==> config.mk <==
export PLATFORM = sky130hd
export DESIGN_NAME = ram_port_arbiter_flat
export DESIGN_NICKNAME = d
export VERILOG_FILES = /design/src/rtl/ram_arb_pkg.sv /design/src/rtl/ram_port_arbiter_if.sv /design/src/rtl/ram_port_arbiter_rr_pick.sv /design/src/rtl/ram_port_arbiter.sv /design/src/flat_wrapper.sv
export SDC_FILE = /design/constraint.sdc
export NUM_CORES = 1
export LEC_CHECK = 0
export CAP_MARGIN = 20
export CORE_MARGIN = 2
export CORE_UTILIZATION = 50
export DETAILED_ROUTE_END_ITERATION = 16
export DONT_BUFFER_PORTS = 1
export PLACE_DENSITY_LB_ADDON = 0.05
export SLEW_MARGIN = 20
export SYNTH_ARGS = -nofsm -noshare
export SYNTH_HDL_FRONTEND = slang
export SYNTH_SLANG_ARGS = --single-unit
==> constraint.sdc <==
create_clock -name clk -period 3.6 [get_ports clk]
set_clock_uncertainty 0.15 [all_clocks]
set_input_delay 0.36 -clock clk [delete_from_list [all_inputs] [get_ports clk]]
set_output_delay 0.36 -clock clk [all_outputs]
set_load 0.03 [all_outputs]
==> src/rtl/ram_arb_pkg.sv <==
// Shared types for the RAM port arbiter: FSM states, R/W encoding
// and the wait-counter width helper.
package ram_arb_pkg;

  typedef enum logic [1:0] {
    IDLE,
    ISSUE,
    WAIT,
    RESP
  } state_t;

  localparam logic RW_WRITE = 1'b1;
  localparam logic RW_READ  = 1'b0;

  // Bits needed to hold 0..v-1, never less than one.
  function automatic int clog2(input int v);
    int r;
    r = 0;
    for (int i = 0; i < 31; i++) begin
      if ((1 << i) < v) begin
        r = i + 1;
      end
    end
    return (r < 1) ? 1 : r;
  endfunction

endpackage

==> src/rtl/ram_port_arbiter_if.sv <==
// Requester-side bus of the RAM port arbiter: packed per-requester
// request fields, one-hot grant/completion and the shared read-data bus.
interface ram_port_arbiter_if #(
  parameter int NUM_REQ = 4,
  parameter int ADDR_W  = 8,
  parameter int DATA_W  = 8
);

  logic [NUM_REQ-1:0]        req;
  logic [NUM_REQ-1:0]        req_we;
  logic [NUM_REQ*ADDR_W-1:0] req_addr;
  logic [NUM_REQ*DATA_W-1:0] req_wdata;
  logic [NUM_REQ-1:0]        gnt;
  logic [NUM_REQ-1:0]        rsp_valid;
  logic [DATA_W-1:0]         rsp_rdata;

  modport master (
    output req,
    output req_we,
    output req_addr,
    output req_wdata,
    input  gnt,
    input  rsp_valid,
    input  rsp_rdata
  );

  modport slave (
    input  req,
    input  req_we,
    input  req_addr,
    input  req_wdata,
    output gnt,
    output rsp_valid,
    output rsp_rdata
  );

endinterface

==> src/rtl/ram_port_arbiter_rr_pick.sv <==
// Combinational picker: first requester found scanning from
// start+1 upward, wrapping modulo N.
module rr_pick #(
  parameter int N  = 4,
  parameter int IW = 2
) (
  input  logic [N-1:0]  req,
  input  logic [IW-1:0] start,
  output logic [IW-1:0] winner,
  output logic          any_valid
);

  logic [IW-1:0] idx;

  // Scan farthest-first so the nearest hit overwrites the result.
  always_comb begin
    winner    = '0;
    any_valid = 1'b0;
    idx       = '0;
    for (int k = N; k >= 1; k--) begin
      idx = IW'((int'(start) + k) % N);
      if (req[idx]) begin
        winner    = idx;
        any_valid = 1'b1;
      end
    end
  end

endmodule

==> src/rtl/ram_port_arbiter.sv <==
// Shares one single-port RAM among NUM_REQ requesters, one access at a time.
// Define RAM_ARB_FIXED_PRIO_EN for fixed lowest-index-wins arbitration.
module ram_port_arbiter
  import ram_arb_pkg::*;
#(
  parameter int NUM_REQ  = 4,
  parameter int ADDR_W   = 8,
  parameter int DATA_W   = 8,
  parameter int READ_LAT = 1
) (
  input  logic              clk,
  input  logic              reset,
  ram_port_arbiter_if.slave bus,
  output logic [ADDR_W-1:0] ram_addr,
  output logic [DATA_W-1:0] ram_wdata,
  output logic              ram_r_w,
  output logic              ram_en,
  input  logic [DATA_W-1:0] ram_rdata,
  output logic              busy
);

  localparam int IW = (NUM_REQ > 1) ? $clog2(NUM_REQ) : 1;
  localparam int CW = clog2(READ_LAT + 1);

  localparam logic [NUM_REQ-1:0] ONE  = NUM_REQ'(1);
  localparam logic [IW-1:0]      LAST = IW'(NUM_REQ - 1);
  localparam logic [CW-1:0]      WINIT = CW'(READ_LAT - 1);

  state_t        state;
  logic [IW-1:0] cur;
  logic          cur_we;
  logic [CW-1:0] wcnt;
  logic [IW-1:0] start;
  logic [IW-1:0] win;
  logic          any_req;

`ifdef RAM_ARB_FIXED_PRIO_EN
  assign start = LAST;
`else
  logic [IW-1:0] rr_ptr;

  assign start = rr_ptr;

  always_ff @(posedge clk) begin
    if (reset) begin
      rr_ptr <= LAST;
    end else if (state == RESP) begin
      rr_ptr <= cur;
    end
  end
`endif

  rr_pick #(
    .N  (NUM_REQ),
    .IW (IW)
  ) u_pick (
    .req       (bus.req),
    .start     (start),
    .winner    (win),
    .any_valid (any_req)
  );

  always_ff @(posedge clk) begin
    if (reset) begin
      state         <= IDLE;
      cur           <= '0;
      cur_we        <= RW_READ;
      wcnt          <= '0;
      busy          <= 1'b0;
      bus.gnt       <= '0;
      bus.rsp_valid <= '0;
      bus.rsp_rdata <= '0;
      ram_en        <= 1'b0;
      ram_r_w       <= RW_READ;
      ram_addr      <= '0;
      ram_wdata     <= '0;
    end else begin
      bus.gnt       <= '0;
      bus.rsp_valid <= '0;
      ram_en        <= 1'b0;
      ram_r_w       <= RW_READ;
      unique case (state)
        IDLE: begin
          if (any_req) begin
            state     <= ISSUE;
            busy      <= 1'b1;
            cur       <= win;
            cur_we    <= bus.req_we[win];
            bus.gnt   <= ONE << win;
            ram_en    <= 1'b1;
            ram_r_w   <= bus.req_we[win];
            ram_addr  <=
              bus.req_addr[int'(win)*ADDR_W +: ADDR_W];
            ram_wdata <=
              bus.req_wdata[int'(win)*DATA_W +: DATA_W];
          end
        end
        ISSUE: begin
          if (cur_we == RW_WRITE) begin
            state         <= RESP;
            bus.rsp_valid <= ONE << cur;
          end else begin
            state <= WAIT;
            wcnt  <= WINIT;
          end
        end
        WAIT: begin
          // Last wait cycle: RAM data is valid now.
          if (wcnt == '0) begin
            state         <= RESP;
            bus.rsp_valid <= ONE << cur;
            bus.rsp_rdata <= ram_rdata;
          end else begin
            wcnt <= wcnt - 1'b1;
          end
        end
        RESP: begin
          state <= IDLE;
          busy  <= 1'b0;
        end
        default: begin
          state <= IDLE;
          busy  <= 1'b0;
        end
      endcase
    end
  end

endmodule

==> src/flat_wrapper.sv <==
// flat-port wrapper written by rule: the top's interface ports become plain ports
module ram_port_arbiter_flat import ram_arb_pkg::*;
#(
  parameter int NUM_REQ  = 4,
  parameter int ADDR_W   = 8,
  parameter int DATA_W   = 8,
  parameter int READ_LAT = 1
)
  (clk, reset, ram_addr, ram_wdata, ram_r_w, ram_en, ram_rdata, busy, bus_req, bus_req_we, bus_req_addr, bus_req_wdata, bus_gnt, bus_rsp_valid, bus_rsp_rdata);
  ram_port_arbiter_if #(.NUM_REQ(NUM_REQ), .ADDR_W(ADDR_W), .DATA_W(DATA_W)) bus_i ();
  input  logic clk;
  input  logic reset;
  output logic [ADDR_W-1:0] ram_addr;
  output logic [DATA_W-1:0] ram_wdata;
  output logic ram_r_w;
  output logic ram_en;
  input  logic [DATA_W-1:0] ram_rdata;
  output logic busy;
  input wire logic [$bits(bus_i.req)-1:0] bus_req;
  input wire logic [$bits(bus_i.req_we)-1:0] bus_req_we;
  input wire logic [$bits(bus_i.req_addr)-1:0] bus_req_addr;
  input wire logic [$bits(bus_i.req_wdata)-1:0] bus_req_wdata;
  output wire logic [$bits(bus_i.gnt)-1:0] bus_gnt;
  output wire logic [$bits(bus_i.rsp_valid)-1:0] bus_rsp_valid;
  output wire logic [$bits(bus_i.rsp_rdata)-1:0] bus_rsp_rdata;
  assign bus_i.req = bus_req;
  assign bus_i.req_we = bus_req_we;
  assign bus_i.req_addr = bus_req_addr;
  assign bus_i.req_wdata = bus_req_wdata;
  assign bus_gnt = bus_i.gnt;
  assign bus_rsp_valid = bus_i.rsp_valid;
  assign bus_rsp_rdata = bus_i.rsp_rdata;
  ram_port_arbiter #(.NUM_REQ(NUM_REQ), .ADDR_W(ADDR_W), .DATA_W(DATA_W), .READ_LAT(READ_LAT)) u_core (.clk(clk), .reset(reset), .bus(bus_i), .ram_addr(ram_addr), .ram_wdata(ram_wdata), .ram_r_w(ram_r_w), .ram_en(ram_en), .ram_rdata(ram_rdata), .busy(busy));
endmodule
**Run 1: pin map**

Pins as bars across the die edge, other pins in grey.
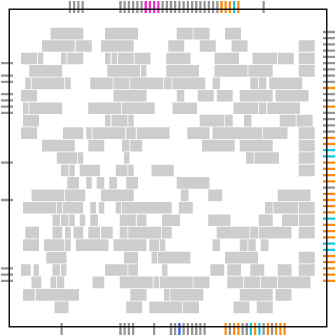
legend:
  ram_addr:
    colour: cyan
    pins: 8
    direction: output
    edge: 5 right, 2 bottom, 1 top
  bus_rsp_valid:
    colour: magenta
    pins: 4
    direction: output
    edge: top
  bus_req_addr:
    colour: orange
    pins: 32
    direction: input
    edge: 20 right, 8 bottom, 4 top
  ram_en:
    colour: blue
    pins: 1
    direction: output
    edge: bottom
DIE WIDTH: 69.07 um
die height: 69.07 um
IO buf count: 0

**Run 1: clock routing**

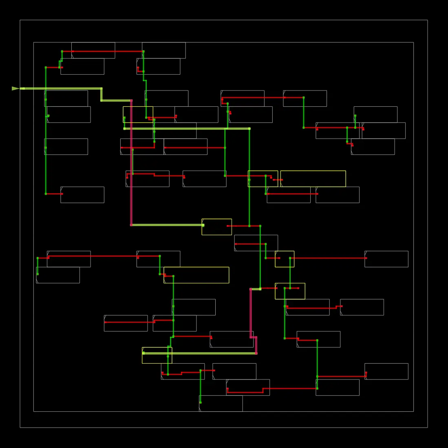
clk ins delay skew pair: 0.29 ns
flop count: 42
total CTS buffers: 5
Power Clock: 0.439 mW

**Run 1: clock network drawn from the DEF**

Scale bar: 20 um.
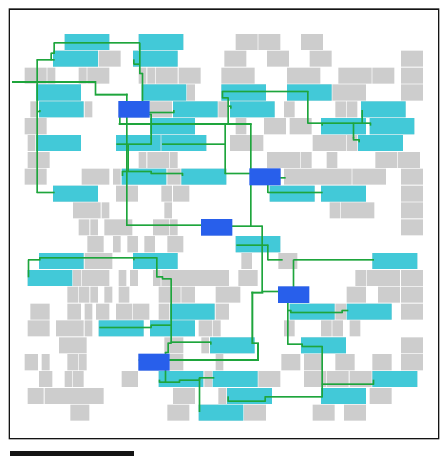
legend:
  flip-flops:
    colour: cyan
    count: 42
  clock wires:
    colour: green
    length: 488 um
  cells driving clock nets:
    colour: blue
    count: 5
routed clock nets: 6

-- run 1: final cells by class --
class / instances / area share [%]
Multi-Input combinational cell: 142 / 51.40
Tap cell: 50 / 2.803
Sequential cell: 42 / 37.67
Clock buffer: 5 / 3.083
Clock inverter: 3 / 3.083
Inverter: 5 / 0.8408
Timing Repair Buffer: 3 / 1.121
-- run 1: worst max-delay path by stage --
stage | end | slack [ns] | depth (start not counted)
final | u_core.ram_wdata[4] | 1.42 | 5
after global routing | u_core.ram_addr[5] | 1.28 | 5
after CTS | u_core.ram_wdata[4] | 1.40 | 5
after detailed placement | u_core.ram_wdata[4] | 1.41 | 5
after global placement | u_core.ram_wdata[4] | 1.50 | 5
after floorplan | u_core.ram_addr[6] | 1.88 | 7
==> impl_metrics.json, run 1 <==
{
  "min_to": "u_core.ram_en",
  "wl_per_cell_um": 17.64,
  "ys_ff": 42,
  "comb-power_mw": 0.574,
  "track_usage_pct": 18.94,
  "top_cells_by_count": "mux2i_1 (46), dfxtp_1 (42), nand3_1 (18), nor2_1 (17)",
  "final_area_sq_um": 2232,
  "timing.fmax_mhz": 458.0,
  "largestRegisters": "u_core.bus.rsp_rdata x8, u_core.ram_addr x8, u_core.ram_wdata x8",
  "post_cts_resized": 0,
  "endpoint_kind": "flip-flop",
  "cp_cell_sequence": "nand2_1 -> a311oi_4 -> buf_4 -> mux2i_1 -> o221ai_2",
  "adder_share_pct": 2.955,
  "place_inst": 241,
  "flop_cell": "dfxtp_1",
  "wl_met3_um": 325,
  "fin_ws_ns": 1.417,
  "ys_seq_share_pct": 39.72,
  "largest_area_cell": "dfxtp_1",
  "yosys.cell_types.count": 34,
  "wl_um": 4409,
  "drt_first_iter_violations": 65,
  "cts_root_buffer": "clkbuf_8",
  "path_clk_slew_ns": 0.08,
  "rrSetupSlack_ns": 1.42,
  "powerSeq_mw": 0.945,
  "cts_buffer_depth": 2,
  "reg2reg_depth": 5,
  "area_growth_pct": 5.437,
  "grt_overflow": 0,
  "ir_worst_vdd_v": 0.0004279,
  "finalHoldWorstSlack_ns": 0.02384,
  "placed_area_sq_um": 2085,
  "met1_usage_pct": 22.64,
  "core_sq_um": 4029,
  "comb_area_sq_um": 1147,
  "status": "completed",
  "ctsHoldBuffers": 1,
  "grt_setup_unrepaired": "no",
  "ioPinCount": 117,
  "fp-utilization_pct": 52.55,
  "setup_viol": 0,
  "slew_headroom_pct": 59.39,
  "ys_cells": 203,
  "drive_gt1_share_pct": 13.50,
  "cp_slowest_stage_delay_ns": 0.51,
  "layout_top_cell": "mux2i_1",
  "antenna_cells": 0,
  "top_layer_used": "met4",
  "syn_nets": 290,
  "pwr-share-seq_pct": 48.3,
  "final_max_slew_viol_count": 0,
  "async_reset_ff_share_pct": 0,
  "ys_warn_count": 0,
  "required_ns": 3.61,
  "synth-xor-area-share_pct": 0,
  "cp_max_fo": 35,
  "ys_chip_area_sq_um": 2117,
  "synthesis.area_sq_um": 2117,
  "p_comb_share_pct": 29.3,
  "fin_crit_sh_pct": 60.65,
  "area_leaders": "dfxtp_1 (40%), mux2i_1 (22%), o221ai_2 (7.1%)",
  "cp-start-kind": "flip-flop",
  "first_global_vias": 1450,
  "reg2reg_to": "u_core.ram_wdata[4]",
  "edf_count": 0,
  "cts.sinks": 42,
  "layout_top_cells": "mux2i_1 (46), dfxtp_1 (42), nand3_1 (18)",
  "wl_met1_um": 1836,
  "grt_pass1_wl_um": 7279,
  "power_mw": 1.958,
  "dp_hpwl_um": 3308,
  "p_clk_share_pct": 22.4,
  "num_rows": 23,
  "fill_cells": 351,
  "antenna_found_initial": 0,
  "cts_tree": "done",
  "r2r-start": "u_core.rr_ptr[1]"
}
## Run 2: what changed since run 1
Clock period 3.6 ns to 1.94 ns, I/O delays scaled along.
**Run 2: clock network drawn from the DEF**

Scale bar: 20 um.
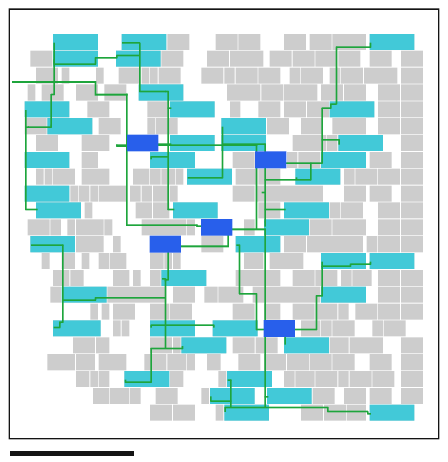
legend:
  clock wires:
    colour: green
    length: 485 um
  cells driving clock nets:
    colour: blue
    count: 5
  flip-flops:
    colour: cyan
    count: 42
routed clock nets: 6

==> impl_metrics.json, run 2 <==
{
  "dp_hpwl_um": 3457,
  "timing.fmax_mhz": 532.5,
  "ys_warn_count": 0,
  "placed_area_sq_um": 2140,
  "cp-start-kind": "flip-flop",
  "endpoint_kind": "flip-flop",
  "warnings": 30,
  "top_layer_used": "met4",
  "largest_area_cell": "dfxtp_1",
  "final_max_slew_viol_count": 0,
  "grt_max_degree": 36,
  "fill_cells": 262,
  "pwr-share-seq_pct": 45.6,
  "post-cts-setup-buffer-count": 0,
  "power.net_switching_mw": 1.622,
  "met1_usage_pct": 27.67,
  "p_clk_share_pct": 21.2,
  "ys_sh_mux_pct": 21.75,
  "flop_cell": "dfxtp_1",
  "worst_pin_slew_ns": 0.5240,
  "finalCriticalPeriod_ns": 1.878,
  "ys_ff": 42,
  "cts_buffer_depth": 2,
  "cp-startpoint": "u_core.rr_ptr[1]",
  "cp_max_fo": 18,
  "p_comb_share_pct": 33.2,
  "maxPowerGroup": "sequential cells",
  "powerDensity_nw_per_um2": 1294,
  "drt_first_iter_violations": 158,
  "final_area_sq_um": 3004,
  "holdCritStartpoint": "reset",
  "ys_cells": 203,
  "antenna_found_initial": 0,
  "p_sw_share_pct": 41.73,
  "wl_met3_um": 601,
  "place_ws_ns": 0.08515,
  "p_leak_nw": 1.151,
  "htreeDepth": 2,
  "vias": 1895,
  "synth-xor-area-share_pct": 0,
  "ctsHoldBuffers": 69,
  "edf_count": 0,
  "area_growth_pct": 41.90,
  "fp-utilization_pct": 52.55,
  "crit_end": "u_core.ram_addr[4]",
  "use_met3_pct": 8.480,
  "synth_dominant_cell_count": "mux2i_1",
  "async_reset_ff_share_pct": 0,
  "cellInternalPower_mw": 2.264,
  "reg2reg_depth": 6,
  "cts.sinks": 42,
  "antenna_cells": 0,
  "grt_pass1_wl_um": 9597,
  "hp-class": "primary input to flip-flop",
  "top_cells_by_count": "mux2i_1 (46), dfxtp_1 (42), nand3_1 (18), nor2_1 (17)",
  "comb-power_mw": 1.29,
  "arrival_ns": 1.89,
  "chipArea_sq_um": 4771,
  "ys_chip_area_sq_um": 2117,
  "top_usage_layer": "met2",
  "clock_latency_ns": 0.29,
  "drive_gt1_share_pct": 12.04,
  "area_leaders": "dfxtp_1 (40%), mux2i_1 (22%), o221ai_2 (7.1%)",
  "syn_avg_cell_area_sq_um": 10.43,
  "slew_headroom_pct": 64.95,
  "layoutNonFillerInstCount": 324,
  "layout_top_cells": "dlygate4sd3_1 (70), mux2i_1 (46), dfxtp_1 (41)",
  "met2WireLength_um": 3244,
  "ys_sh_simple_pct": 13.53,
  "io_buffers": 0,
  "path_clk_slew_ns": 0.08,
  "wl_um": 6266,
  "core_sq_um": 4029,
  "fin_nets": 360,
  "rrSetupSlack_ns": 0.06,
  "cts_buffers": 5,
  "ys_seq_share_pct": 39.72,
  "die_h_um": 69.07,
  "syn_nets": 290,
  "status": "completed",
  "tns_ns": 0,
  "fin_ws_ns": 0.06194,
  "fin_crit_sh_pct": 96.81,
  "cts_tree": "done",
  "grt_setup_unrepaired": "no",
  "finalHoldWorstSlack_ns": 0.004163,
  "die_w_um": 69.07,
  "ir_worst_vdd_v": 0.0009604,
  "firstDrtPassIters": 4,
  "pg_clk_mw": 0.825,
  "worst-setup-path-type": "flip-flop to flip-flop",
  "layout_top_cell": "dlygate4sd3_1",
  "first_global_vias": 1902,
  "synthCells": 203,
  "num_rows": 23,
  "place_inst": 245,
  "gp_congestion": 0.7389,
  "via_per_inst": 5.849,
  "track_usage_pct": 25.03,
  "reg2reg_to": "u_core.ram_addr[4]",
  "ioPinCount": 117,
  "powerSeq_mw": 1.77,
  "antenna_left": 0,
  "hold_viol_final": 0,
  "r2r-start": "u_core.rr_ptr[1]",
  "largestRegisters": "u_core.bus.rsp_rdata x8, u_core.ram_addr x8, u_core.ram_wdata x8",
  "use_met2_pct": 44.66,
  "synthAoiAreaFrac_pct": 15.43,
  "top_logic_kind": "multiplexers",
  "yosysTopAreaCellShare_pct": 39.72,
  "adder_share_pct": 2.955,
  "setup_viol": 0,
  "yosys.cell_types.count": 34,
  "power_mw": 3.886,
  "cts_root_buffer": "clkbuf_8",
  "grt_overflow": 0,
  "drc_errors": 0,
  "hold_depth": 2,
  "wl_met1_um": 2317,
  "post_cts_resized": 0,
  "synthesis.area_sq_um": 2117,
  "min_to": "u_core.rr_ptr[1]",
  "wl_per_cell_um": 19.34,
  "required_ns": 1.96,
  "cap_violations": 0,
  "final_util_pct": 74.57
}
run 2: cell counts after synthesis:
No cell type changed its count.
run 2: layout make-up:
| class | count | area (sq um) | area share (%) |
|---|---|---|---|
| clock inverter | 3 | 68.82 | 2.291 |
| clock buffer | 5 | 68.82 | 2.291 |
| tap | 50 | 62.56 | 2.082 |
| timing repair buffer | 77 | 795.8 | 26.49 |
| inverter | 5 | 18.77 | 0.6247 |
| multi-input combinational | 142 | 1147 | 38.19 |
| sequential | 42 | 842.1 | 28.03 |
run 2: worst max-delay path, stage by stage (launching register included):
cell and delay [ns]:
dfxtp_2 0.36, o211ai_2 0.06, o21ai_1 0.13, a311oi_4 0.37, buf_12 0.24, mux2i_1 0.30, o221ai_2 0.15
No activity file was given, so power comes from the tool's default toggle rates.
